### src/rtl/parking_pkg.sv
// Shared types and widths for the parking gate arbiter and its barrier timers.
package parking_pkg;

    typedef enum logic [1:0] {
        StIdle   = 2'd0,
        StIssue  = 2'd1,
        StDeny   = 2'd2,
        StSettle = 2'd3
    } arb_state_e;

    localparam int unsigned COUNT_W = 10;
    localparam int unsigned STATS_W = 16;
    localparam int unsigned TIMER_W = 10;

    function automatic logic [STATS_W-1:0] sat_inc(input logic [STATS_W-1:0] v);
        return (v == '1) ? v : v + 1'b1;
    endfunction

endpackage

### src/rtl/parking_barrier_timer.sv
// Per-lane barrier hold timer: a load (re)arms it, the barrier is open while it is non-zero.
module parking_barrier_timer
    import parking_pkg::*;
(
    input  logic               clk,
    input  logic               reset,
    input  logic               i_load,
    input  logic [TIMER_W-1:0] i_count,
    output logic               o_open
);

    logic [TIMER_W-1:0] r_timer;

    always_ff @(posedge clk or posedge reset) begin
        if (reset) begin
            r_timer <= '0;
        end else if (i_load) begin
            r_timer <= i_count;
        end else if (r_timer != '0) begin
            r_timer <= r_timer - 1'b1;
        end
    end

    assign o_open = (r_timer != '0);

endmodule

### src/rtl/parking_gate_arbiter.sv
// Round-robin arbiter serialising gate lane requests into single downstream events.
// Optional PARKING_ARB_STATS_EN adds saturating grant/deny counters.
module parking_gate_arbiter
    import parking_pkg::*;
#(
    parameter int unsigned NUM_GATES   = 4,
    parameter int unsigned OPEN_CYCLES = 50
) (
    input  logic                 clk,
    input  logic                 reset,
    input  logic [NUM_GATES-1:0] gate_req,
    input  logic [NUM_GATES-1:0] gate_is_exit,
    input  logic [NUM_GATES-1:0] gate_is_uni,
    input  logic [COUNT_W-1:0]   uni_parked_car,
    input  logic [COUNT_W-1:0]   parked_car,
    input  logic                 uni_is_vacated_space,
    input  logic                 is_vacated_space,
    output logic                 car_entered,
    output logic                 car_exited,
    output logic                 is_uni_car_entered,
    output logic                 is_uni_car_exited,
    output logic [NUM_GATES-1:0] gate_grant,
    output logic [NUM_GATES-1:0] gate_deny,
    output logic [NUM_GATES-1:0] gate_open,
`ifdef PARKING_ARB_STATS_EN
    output logic [STATS_W-1:0]   grant_count,
    output logic [STATS_W-1:0]   deny_count,
`endif
    output logic                 busy
);

    localparam int unsigned PTR_W = $clog2(NUM_GATES);

    arb_state_e           r_state;
    logic [PTR_W-1:0]     r_ptr;
    logic [NUM_GATES-1:0] r_grant, r_deny;
    logic                 r_entered, r_exited, r_uni_entered, r_uni_exited;

    logic [PTR_W-1:0]     w_winner, w_next_ptr, w_idx;
    logic                 w_found, w_exit, w_uni, w_admit;
    logic [NUM_GATES-1:0] w_onehot, w_load;
    int unsigned          w_sum;

    // Wrapping search starting at the round-robin pointer; first hit wins.
    always_comb begin
        w_found  = 1'b0;
        w_winner = '0;
        w_sum    = 0;
        w_idx    = '0;
        for (int unsigned i = 0; i < NUM_GATES; i++) begin
            w_sum = 32'(r_ptr) + i;
            if (w_sum >= NUM_GATES) begin
                w_sum = w_sum - NUM_GATES;
            end
            w_idx = PTR_W'(w_sum);
            if (!w_found && gate_req[w_idx]) begin
                w_found  = 1'b1;
                w_winner = w_idx;
            end
        end
    end

    assign w_exit     = gate_is_exit[w_winner];
    assign w_uni      = gate_is_uni[w_winner];
    assign w_admit    = w_exit ? (w_uni ? (uni_parked_car != '0) : (parked_car != '0))
                               : (w_uni ? uni_is_vacated_space : is_vacated_space);
    assign w_onehot   = NUM_GATES'(1) << w_winner;
    assign w_next_ptr = (w_winner == PTR_W'(NUM_GATES - 1)) ? '0 : w_winner + 1'b1;
    // Timer loads on the IDLE->ISSUE edge so the barrier opens with the grant pulse.
    assign w_load     = (r_state == StIdle && w_found && w_admit) ? w_onehot : '0;

    always_ff @(posedge clk or posedge reset) begin
        if (reset) begin
            r_state       <= StIdle;
            r_ptr         <= '0;
            r_grant       <= '0;
            r_deny        <= '0;
            r_entered     <= 1'b0;
            r_exited      <= 1'b0;
            r_uni_entered <= 1'b0;
            r_uni_exited  <= 1'b0;
        end else begin
            r_grant       <= '0;
            r_deny        <= '0;
            r_entered     <= 1'b0;
            r_exited      <= 1'b0;
            r_uni_entered <= 1'b0;
            r_uni_exited  <= 1'b0;
            unique case (r_state)
                StIdle: begin
                    if (w_found) begin
                        r_ptr <= w_next_ptr;
                        if (w_admit) begin
                            r_state       <= StIssue;
                            r_grant       <= w_onehot;
                            r_entered     <= !w_exit;
                            r_exited      <= w_exit;
                            r_uni_entered <= !w_exit && w_uni;
                            r_uni_exited  <= w_exit && w_uni;
                        end else begin
                            r_state <= StDeny;
                            r_deny  <= w_onehot;
                        end
                    end
                end
                StIssue, StDeny: r_state <= StSettle;
                StSettle:        r_state <= StIdle;
                default:         r_state <= StIdle;
            endcase
        end
    end

`ifdef PARKING_ARB_STATS_EN
    logic [STATS_W-1:0] r_grant_count, r_deny_count;

    always_ff @(posedge clk or posedge reset) begin
        if (reset) begin
            r_grant_count <= '0;
            r_deny_count  <= '0;
        end else if (r_state == StIdle && w_found) begin
            if (w_admit) begin
                r_grant_count <= sat_inc(r_grant_count);
            end else begin
                r_deny_count  <= sat_inc(r_deny_count);
            end
        end
    end

    assign grant_count = r_grant_count;
    assign deny_count  = r_deny_count;
`endif

    for (genvar g = 0; g < NUM_GATES; g++) begin : g_timer
        parking_barrier_timer u_timer (
            .clk     (clk),
            .reset   (reset),
            .i_load  (w_load[g]),
            .i_count (TIMER_W'(OPEN_CYCLES)),
            .o_open  (gate_open[g])
        );
    end

    assign gate_grant         = r_grant;
    assign gate_deny          = r_deny;
    assign car_entered        = r_entered;
    assign car_exited         = r_exited;
    assign is_uni_car_entered = r_uni_entered;
    assign is_uni_car_exited  = r_uni_exited;
    assign busy               = (r_state != StIdle);

endmodule

### config.mk
export PLATFORM = sky130hd
export DESIGN_NAME = parking_gate_arbiter
export DESIGN_NICKNAME = d
export VERILOG_FILES = /design/src/rtl/parking_pkg.sv /design/src/rtl/parking_barrier_timer.sv /design/src/rtl/parking_gate_arbiter.sv
export SDC_FILE = /design/constraint.sdc
export NUM_CORES = 1
export LEC_CHECK = 0
export CORE_ASPECT_RATIO = 1.1
export CORE_MARGIN = 2
export CORE_UTILIZATION = 25
export CTS_CLUSTER_DIAMETER = 150
export CTS_CLUSTER_SIZE = 30
export DETAILED_ROUTE_END_ITERATION = 8
export PLACE_DENSITY = 0.4
export SLEW_MARGIN = 20
export SYNTH_ARGS = -nofsm -noshare
export SYNTH_HDL_FRONTEND = slang
export SYNTH_SLANG_ARGS = --single-unit
export TNS_END_PERCENT = 5
### constraint.sdc
create_clock -name clk -period 2.8 [get_ports clk]
set_clock_uncertainty 0.1 [all_clocks]
set_input_delay 0.56 -clock clk [delete_from_list [all_inputs] [get_ports clk]]
set_output_delay 0.56 -clock clk [all_outputs]
set_load 0.01 [all_outputs]
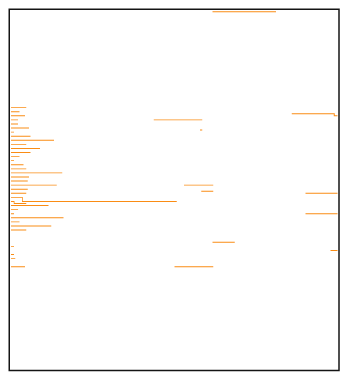
Fig. 1. Metal 3 (run 1).
Drawn at 3 px/um.
The longest straight run is 51.3 um. The layer holds 5.7% of the routed length. The layer carries 358 um of wire. 41 nets have wire on it.

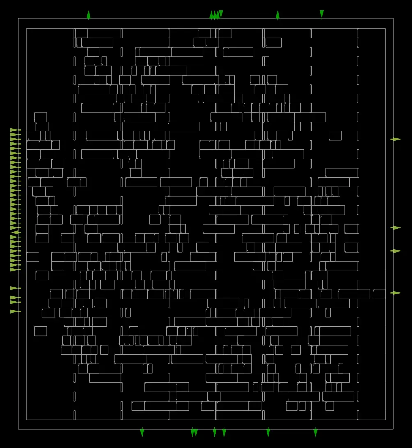
Fig. 2. Placement view (run 1).
Flops: 56
row count: 42
fraction of area in registers: 33.26%
fillers: 1233
Final Util: 35.16%

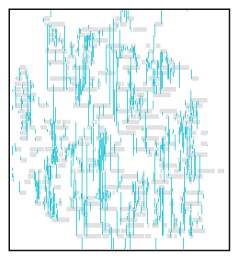
Fig. 3. Met2 routing (run 1).
Drawn at 2 px/um. Cells faint in the background.
The layer holds 48% of the routed length. The wires run mostly vertical. The longest straight run is 48.3 um. 367 nets have wire on it. The layer carries 3020 um of wire.

==> flow_summary.yaml, run 1 <==
# synthesis and place-and-route metrics
detailed_routing:
  drt_iter0_markers: 77
  wl_per_cell_um: 11.35
  drc: 0
  wl_met3_um: 357
  ant_nets: 0
critical_path:
  critPathArrivalTime_ns: 2.12
  crit_buf_inv: 2
  crit_path_end: "gate_open[2]"
  worst_path_max_delay_cell: "or4_4"
  end_kind: "output pin"
  critPathMaxFanout: 3
  critical_path.top_delay_family: "simple AND/OR/NAND/NOR gates"
layout:
  final_area_um2: 4213
  comb_area_um2: 1574
  fin_nets: 447
  largest_reg_flops: 40
  drive_gt1_share_pct: 16.87
  comb_share_pct: 37.36
  syn_to_final_growth_pct: 37.94
  regMostFlops: "g_timer.u_timer.r_timer"
synth:
  synth_top_area_share_pct: 45.88
  yosysWarnings: 0
  topCellsByArea: "dfrtp_1 46%, nor2_1 5.8%, xnor2_1 3.7%"
  ys_sh_xor_pct: 5.162
  ys_sh_adder_pct: 3.687
  syn_inst: 320
  edf_count: 0
  fp_nets: 365
  synth-compound-area-share_pct: 9.955
  ys_sh_simple_pct: 26.59
  ys_types: 49
  common_cells: "56 x dfrtp_1, 47 x nor2_1, 24 x nand2_1"
power:
  power.total_mw: 3.855
  powerComb_mw: 1.68
  power.density_nw_per_um2: 915.0
  p_seq_share_pct: 38.2
cts:
  clkTransAtPathRegs_ns: 0.07
  cts_max_path_buffers: 2
  cts_tree: "built"
  htreeDepth: 2
  cts_buffers: 5
place:
  place.gp.congestion: 0.7525
  dp.cells: 547
  pre_cts_slack_ns: -0.2447
  hpwl_um: 4856
global_route:
  gr-total-overflow: 0
  grt_first_pass_wirelength_um: 11120
  grt_max_degree: 57
  grt_use_met2_pct: 17.59
  gr-usage-met3_pct: 2.716
timing:
  fmax_mhz: 359.3
  setup_ws_ns: 0.01667
  hold_viol: 0
  hold_slack_ns: 0.4151
  slew_headroom_pct: 72.68
  rsz0062_at_grt: "yes"
  tightest_slew_ns: 0.4083
  fin_crit_sh_pct: 99.40
hold_path:
  min_to: "g_timer[2].u_timer.r_timer[1]"
  min_path_cells: 1
floorplanning:
  core_area_um2: 11980
  dieArea_um2: 13120
  nWellTaps: 154
  die_h_um: 119.9
status:
  status: "finished, final reports clean"
==> run 2, diff against run 1 <==
Clock period 2.8 ns to 2.6 ns, I/O delays scaled along.
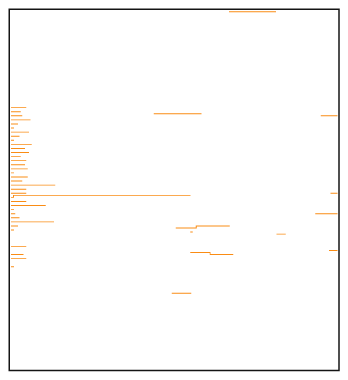
Fig. 4. Metal 3 (run 2).
Drawn at 3 px/um.
The layer carries 299 um of wire. 42 nets have wire on it. The wires run mostly horizontal.

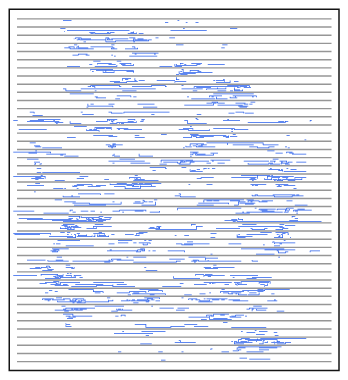
Fig. 5. Signal wires on met1 (run 2).
Drawn at 3 px/um. Supply wires on this layer in gray.
410 nets have wire on it. The wires run mostly horizontal. The layer holds 45% of the routed length. The longest straight run is 28.1 um. The layer carries 3000 um of wire.

==> run 2 against run 1 <==
Effect of this change:
- worst hold slack lost 0.0016 ns
- register-to-register slack lost 0.16 ns
- count of clock-buffer cells in the layout is the same
- critical path depth grew 1
- wire length grew 4.6%
- combinational power grew 22%
- critical path type unchanged
- largest cell class unchanged
==> flow_summary.yaml, run 2 <==
# synthesis and place-and-route metrics
status:
  status: "finished, final reports clean"
timing:
  finalSetupViolations: 0
  slew_headroom_pct: 76.05
  hold_viol: 0
  hold_slack_ns: 0.4135
  period_minus_slack_ns: 2.511
  setup_ws_ns: 0.08911
  fmax_mhz: 398.3
  rsz0062_at_grt: "yes"
  fin_crit_sh_pct: 96.57
  drv_slew: 0
  finalSetupTns_ns: 0
  tightest_slew_ns: 0.3560
synth:
  most_common_cell: "dfrtp_1"
  top_logic_kind: "simple AND/OR/NAND/NOR gates"
  ys_sh_xor_pct: 5.162
  ys_types: 49
  yosys_area_um2: 3054
  ys_seq_share_pct: 45.88
  synth.largest_area_cell: "dfrtp_1"
  syn_area_per_cell_um2: 9.544
  topCellsByArea: "dfrtp_1 46%, nor2_1 5.8%, xnor2_1 3.7%"
  flop_cell: "dfrtp_1"
  ys_sh_adder_pct: 3.687
  syn_inst: 320
  synth-compound-area-share_pct: 9.955
  yosysWarnings: 0
  common_cells: "56 x dfrtp_1, 47 x nor2_1, 24 x nand2_1"
  syn_area_um2: 3054
  edf_count: 0
  ys_sh_simple_pct: 26.59
  muxShareOfSynthArea_pct: 3.605
  synth_top_area_share_pct: 45.88
  fp_nets: 365
hold_path:
  min_to: "r_state[1]"
  min_path_cells: 2
  hold_class: "reg -> reg"
detailed_routing:
  drc: 0
  routed.top_layer: "met4"
  firstDrtPassIters: 4
  drt_iter0_markers: 64
  wl_met3_um: 299
  met1_length_um: 3002
  ant_nets: 0
  wl_met2_um: 3178
  avgViaCountPerCell: 4.322
  wl_per_cell_um: 11.46
  vias: 2494
critical_path:
  critPathArrivalTime_ns: 1.89
  cp-start-kind: "register"
  path_depth: 6
  worst_path_max_delay_cell: "or4_4"
  critical_path.top_delay_family: "simple AND/OR/NAND/NOR gates"
  crit_type: "reg -> out"
  end_kind: "output pin"
  critPathMaxFanout: 3
  crit_chain: "or4_4 -> nor4_4 -> buf_4 -> and2_4 -> inv_1 -> buf_2"
  crit_buf_inv: 3
  rrSetupSlack_ns: 0.21
  cp.required_ns: 1.98
  cpPeakStageDelay_ns: 0.56
  crit_path_end: "gate_open[3]"
global_route:
  gr-usage-met3_pct: 2.390
  grt_usage_pct: 11.30
  antenna_found_initial: 0
  gr-total-overflow: 0
  met1_usage_pct: 13.72
  grt_max_degree: 57
  grt_use_met2_pct: 19.25
  grt_first_pass_wirelength_um: 11900
  grt_pass1_vias: 2654
  busiest_layer: "met2"
run:
  warnings: 31
power:
  internal-power_mw: 2.731
  p_sw_share_pct: 36.54
  clk-power_mw: 0.705
  powerSeq_mw: 1.55
  powerComb_mw: 2.05
  power.total_mw: 4.304
  ir_worst_vdd_v: 0.0003515
  power.density_nw_per_um2: 986.2
  power.group.top: "combinational logic"
  combPwrFrac_pct: 47.6
  p_seq_share_pct: 36.0
layout:
  comb_area_um2: 1592
  fin_nets: 467
  final_area_um2: 4364
  nFillCells: 1223
  drive_gt1_share_pct: 22.46
  comb_cells: 235
  regMostFlops: "g_timer.u_timer.r_timer"
  instances_no_fill: 577
  flops: 56
  seq_share_pct: 32.14
  comb_share_pct: 36.47
  largest_reg_flops: 40
  seqCellArea_um2: 1403
  syn_to_final_growth_pct: 42.89
  nClkBuffers: 6
  lay_top_count: "dfrtp_1"
  postLayoutCoreUtil_pct: 36.42
  antenna_cells: 0
place:
  placed_cell_area_um2: 4083
  dp.cells: 564
  pre_cts_slack_ns: -0.4007
  place.gp.congestion: 0.7322
  hpwl_um: 4999
cts:
  insertion_delay_ns: 0.30
  root_buffer: "clkbuf_16"
  cts_buffers: 5
  clkTransAtPathRegs_ns: 0.07
  clkSinkCount: 56
  cts_max_path_buffers: 2
  cts_tree: "built"
  htreeDepth: 2
floorplanning:
  dieArea_um2: 13120
  initial_utilization_pct: 25.49
  core_area_um2: 11980
  nWellTaps: 154
  rows: 42
  die_h_um: 119.9
  pin_count: 53
Power and IR drop assume default switching activity.
